### src/rtl/bist_pkg.sv
// Shared types and the Galois shift step used by the BIST LFSR and MISR.
package bist_pkg;

    typedef enum logic [1:0] {S_IDLE, S_RUN, S_DRAIN, S_DONE} state_t;

    localparam int MAX_W = 32;

    // Right-shift Galois step; callers zero-extend narrower operands and truncate the result.
    function automatic logic [MAX_W-1:0] galois_step(input logic [MAX_W-1:0] state,
                                                     input logic [MAX_W-1:0] poly,
                                                     input logic [MAX_W-1:0] din);
        return (state >> 1) ^ (state[0] ? poly : '0) ^ din;
    endfunction

endpackage

### src/rtl/galois_shift_reg.sv
// Loadable Galois shift register: serves as the stimulus LFSR (din=0) and as the response MISR.
module galois_shift_reg
    import bist_pkg::*;
#(
    parameter int               WIDTH = 16,
    parameter logic [WIDTH-1:0] POLY  = 16'hB400,
    parameter logic [WIDTH-1:0] SEED  = 16'hACE1
) (
    input  logic             clk,
    input  logic             load,
    input  logic             enable,
    input  logic [WIDTH-1:0] din,
    output logic [WIDTH-1:0] value
);

    logic [WIDTH-1:0] stepped;

    assign stepped = WIDTH'(galois_step(MAX_W'(value), MAX_W'(POLY), MAX_W'(din)));

    always_ff @(posedge clk) begin
        if (load) begin
            value <= SEED;
        end else if (enable) begin
            value <= stepped;
        end
    end

endmodule

### src/rtl/bist_controller.sv
// BIST wrapper: LFSR stimulus, capture-delay line, MISR compaction and run sequencing.
// Optional BIST_SIGNATURE_CHECK_EN adds a registered PASS flag compared against EXPECTED_SIGNATURE.
module bist_controller
    import bist_pkg::*;
#(
    parameter int               WIDTH              = 16,
    parameter int               PATTERN_COUNT      = 1000,
    parameter logic [WIDTH-1:0] LFSR_SEED          = 16'hACE1,
    parameter logic [WIDTH-1:0] LFSR_POLY          = 16'hB400,
    parameter logic [WIDTH-1:0] MISR_POLY          = 16'hB400,
    parameter int               CAPTURE_LATENCY    = 1,
    parameter logic [WIDTH-1:0] EXPECTED_SIGNATURE = '0
) (
    input  logic             CLOCK,
    input  logic             RESET_N,
    input  logic             START,
    output logic [WIDTH-1:0] PATTERN_OUT,
    output logic             PATTERN_VALID,
    input  logic [WIDTH-1:0] RESPONSE_IN,
    output logic             BUSY,
    output logic             DONE,
    output logic [WIDTH-1:0] SIGNATURE
`ifdef BIST_SIGNATURE_CHECK_EN
   ,output logic             PASS
`endif
);

    localparam int CNT_W   = $clog2(PATTERN_COUNT + 1);
    localparam int DRAIN_W = 3;

    state_t             state, state_next;
    logic               start_run;
    logic               cap_vld;
    logic [CNT_W-1:0]   pat_cnt;
    logic [DRAIN_W-1:0] drain_cnt;
    logic [WIDTH-1:0]   lfsr_val;

    always_ff @(posedge CLOCK) begin
        if (!RESET_N) begin
            state <= S_IDLE;
        end else begin
            state <= state_next;
        end
    end

    always_comb begin
        state_next = state;
        start_run  = 1'b0;
        case (state)
            S_IDLE, S_DONE: begin
                if (START) begin
                    state_next = S_RUN;
                    start_run  = 1'b1;
                end
            end
            S_RUN: begin
                if (pat_cnt == CNT_W'(PATTERN_COUNT - 1)) begin
                    state_next = (CAPTURE_LATENCY == 0) ? S_DONE : S_DRAIN;
                end
            end
            S_DRAIN: begin
                if (drain_cnt == DRAIN_W'(CAPTURE_LATENCY - 1)) begin
                    state_next = S_DONE;
                end
            end
            default: state_next = S_IDLE;
        endcase
    end

    // Pattern counter saturates at PATTERN_COUNT so it can never alias back to a live index.
    always_ff @(posedge CLOCK) begin
        if (!RESET_N || start_run) begin
            pat_cnt   <= '0;
            drain_cnt <= '0;
        end else begin
            if (state == S_RUN && pat_cnt != CNT_W'(PATTERN_COUNT)) begin
                pat_cnt <= pat_cnt + 1'b1;
            end
            if (state == S_DRAIN) begin
                drain_cnt <= drain_cnt + 1'b1;
            end
        end
    end

    assign PATTERN_VALID = (state == S_RUN);
    assign PATTERN_OUT   = PATTERN_VALID ? lfsr_val : '0;
    assign BUSY          = (state == S_RUN) || (state == S_DRAIN);
    assign DONE          = (state == S_DONE);

    // Capture valid follows PATTERN_VALID through the same depth as the CUT pipeline.
    generate
        if (CAPTURE_LATENCY == 0) begin : g_no_delay
            assign cap_vld = PATTERN_VALID;
        end else begin : g_delay
            logic [CAPTURE_LATENCY-1:0] vld_dly;
            always_ff @(posedge CLOCK) begin
                if (!RESET_N) begin
                    vld_dly <= '0;
                end else begin
                    vld_dly <= CAPTURE_LATENCY'({vld_dly, PATTERN_VALID});
                end
            end
            assign cap_vld = vld_dly[CAPTURE_LATENCY-1];
        end
    endgenerate

    galois_shift_reg #(
        .WIDTH (WIDTH),
        .POLY  (LFSR_POLY),
        .SEED  (LFSR_SEED)
    ) u_lfsr (
        .clk    (CLOCK),
        .load   (!RESET_N || start_run),
        .enable (state == S_RUN),
        .din    ('0),
        .value  (lfsr_val)
    );

    galois_shift_reg #(
        .WIDTH (WIDTH),
        .POLY  (MISR_POLY),
        .SEED  ('0)
    ) u_misr (
        .clk    (CLOCK),
        .load   (!RESET_N || start_run),
        .enable (cap_vld),
        .din    (RESPONSE_IN),
        .value  (SIGNATURE)
    );

`ifdef BIST_SIGNATURE_CHECK_EN
    // The final MISR update lands on the same edge that enters DONE, so compare the next value.
    logic [WIDTH-1:0] misr_step;

    assign misr_step = WIDTH'(galois_step(MAX_W'(SIGNATURE), MAX_W'(MISR_POLY), MAX_W'(RESPONSE_IN)));

    always_ff @(posedge CLOCK) begin
        if (!RESET_N) begin
            PASS <= 1'b0;
        end else if (state_next == S_DONE) begin
            if (state != S_DONE) begin
                PASS <= ((cap_vld ? misr_step : SIGNATURE) == EXPECTED_SIGNATURE);
            end
        end else begin
            PASS <= 1'b0;
        end
    end
`endif

endmodule

### config.mk
export PLATFORM = sky130hd
export DESIGN_NAME = bist_controller
export DESIGN_NICKNAME = d
export VERILOG_FILES = /design/src/rtl/bist_pkg.sv /design/src/rtl/galois_shift_reg.sv /design/src/rtl/bist_controller.sv
export SDC_FILE = /design/constraint.sdc
export NUM_CORES = 1
export LEC_CHECK = 0
export CORE_MARGIN = 2
export CORE_UTILIZATION = 45
export CTS_BUF_LIST = sky130_fd_sc_hd__clkbuf_8 sky130_fd_sc_hd__clkbuf_16
export DETAILED_ROUTE_END_ITERATION = 16
export HOLD_SLACK_MARGIN = 0.1
export PLACE_DENSITY = 0.8
export SLEW_MARGIN = 20
export SYNTH_ARGS = -nofsm -noshare
export SYNTH_HDL_FRONTEND = slang
export SYNTH_SLANG_ARGS = --single-unit
### constraint.sdc
create_clock -name CLOCK -period 4.2 [get_ports CLOCK]
set_input_delay 0.84 -clock CLOCK [delete_from_list [all_inputs] [get_ports CLOCK]]
set_output_delay 0.84 -clock CLOCK [all_outputs]
set_load 0.005 [all_outputs]
congestion_map.png
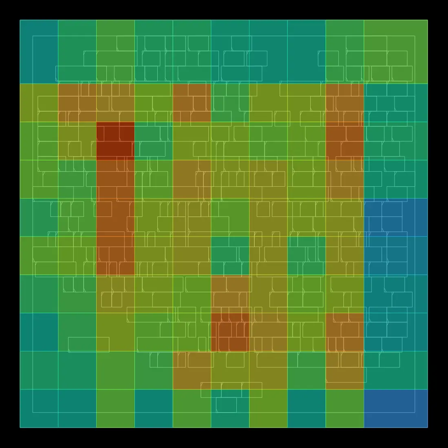
most utilized layer in the global route result: met2
grt met2 use: 0.260
grt met1 use: 0.204

closeup.png
The bar under the picture is 5 um long. Region (27, 42) to (47, 62) um. Cells in grey, sequential cells in the stronger grey; small squares are vias.
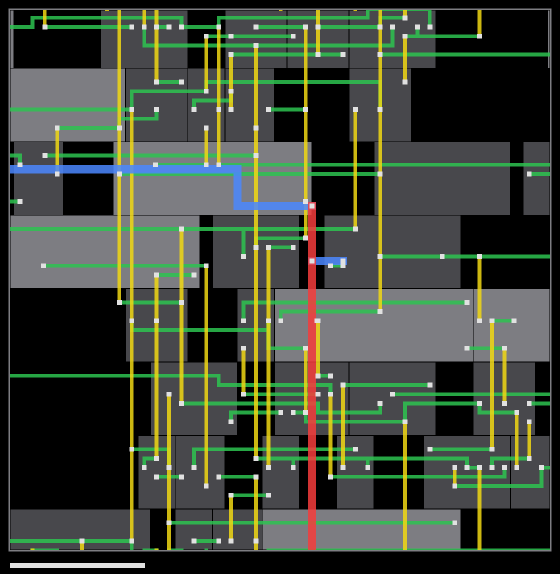
M2: shown in yellow. M3: shown in blue. M1: shown in green. M4: shown in red.
32 logic cells have their middle in the window. Most frequent: and2_1 (7), nor2_1 (6), dfxtp_1 (5). Netlist names of flops here include u_lfsr.value (5). Sequential cells in the window: 5.

layers.png
The bar under the picture is 20 um long.
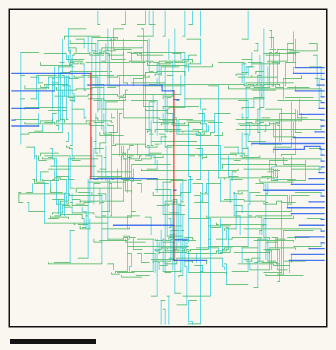
M4: shown in red, wire length 63.9 um. M1: shown in green, wire length 2100 um. M3: shown in blue, wire length 258 um. M2: shown in cyan, wire length 1780 um.

gates.png
The bar under the picture is 20 um long.
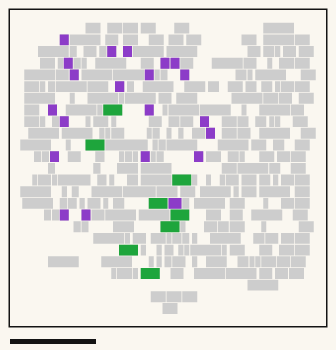
and/or cells: shown in purple, cells 21. fa/ha/maj cells: shown in green, cells 8.

ff_map.png
The bar under the picture is 20 um long. Other sequential cells in the stronger grey, the rest of the logic in the fainter grey.
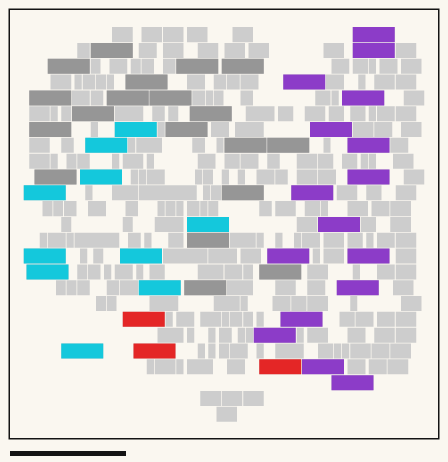
pat_cnt: shown in cyan, placed flops 10, where middle left. u_misr.value: shown in purple, placed flops 16. drain_cnt: shown in red, placed flops 3.
Another 19 sequential cells are not coloured.
fraction of area in registers: 0.339
final core utilization: 0.603
footprint of the flip-flops and latches: 961 um^2
power attributed to sequential cells: 0.625 mW

==> flow_metrics.env <==
# implementation run metrics
export IMPL_yosys_dominant_comb_family="simple AND/OR/NAND/NOR gates"
export IMPL_worstSetupStartpointType="flip-flop"
export IMPL_total_of_hold_buffers_inserted_after_clock_tree_synthesis=0
export IMPL_final_period_utilization=0.740
export IMPL_power_per_cell_area_mw_per_mm2=535
export IMPL_maxCapViolations=0
export IMPL_grt_first_pass_wirelength_mm=6.82
export IMPL_chip_area_mm2=0.00542
export IMPL_status="complete, no violations"
export IMPL_place_detailed_instances=332
export IMPL_cp_arrival_ps=2270
export IMPL_critPathMaxStageDelay_ps=740
export IMPL_portBuffers=53
export IMPL_cts_max_path_buffers=2
export IMPL_grt_antenna_before_repair=0
export IMPL_grt_overflow_total=0
export IMPL_postSynth_topFlopCell="sky130_fd_sc_hd__dfxtp_1"
export IMPL_max_slew_margin_rel=0.370
export IMPL_crit_family="adder cells"
export IMPL_share_seq_of_total_power=0.413
export IMPL_placed_area_mm2=0.00274
export IMPL_critical_path_max_fanout=28
export IMPL_warnings=31
export IMPL_n_antenna_cell=0
export IMPL_r2r_start="state[1]$_SDFFE_PN0P_"
export IMPL_cp_buffers_inverters=2
export IMPL_cts_num_sinks=48
export IMPL_r2r_end="pat_cnt[9]$_SDFFE_PP0P_"
export IMPL_layout_drive_gt1_share=0.0420
export IMPL_post_route_worst_setup_slack_ps=1090
export IMPL_dp_hpwl_mm=2.96
export IMPL_largestClassByArea="combinational gates"
No activity file was given, so power comes from the tool's default toggle rates.
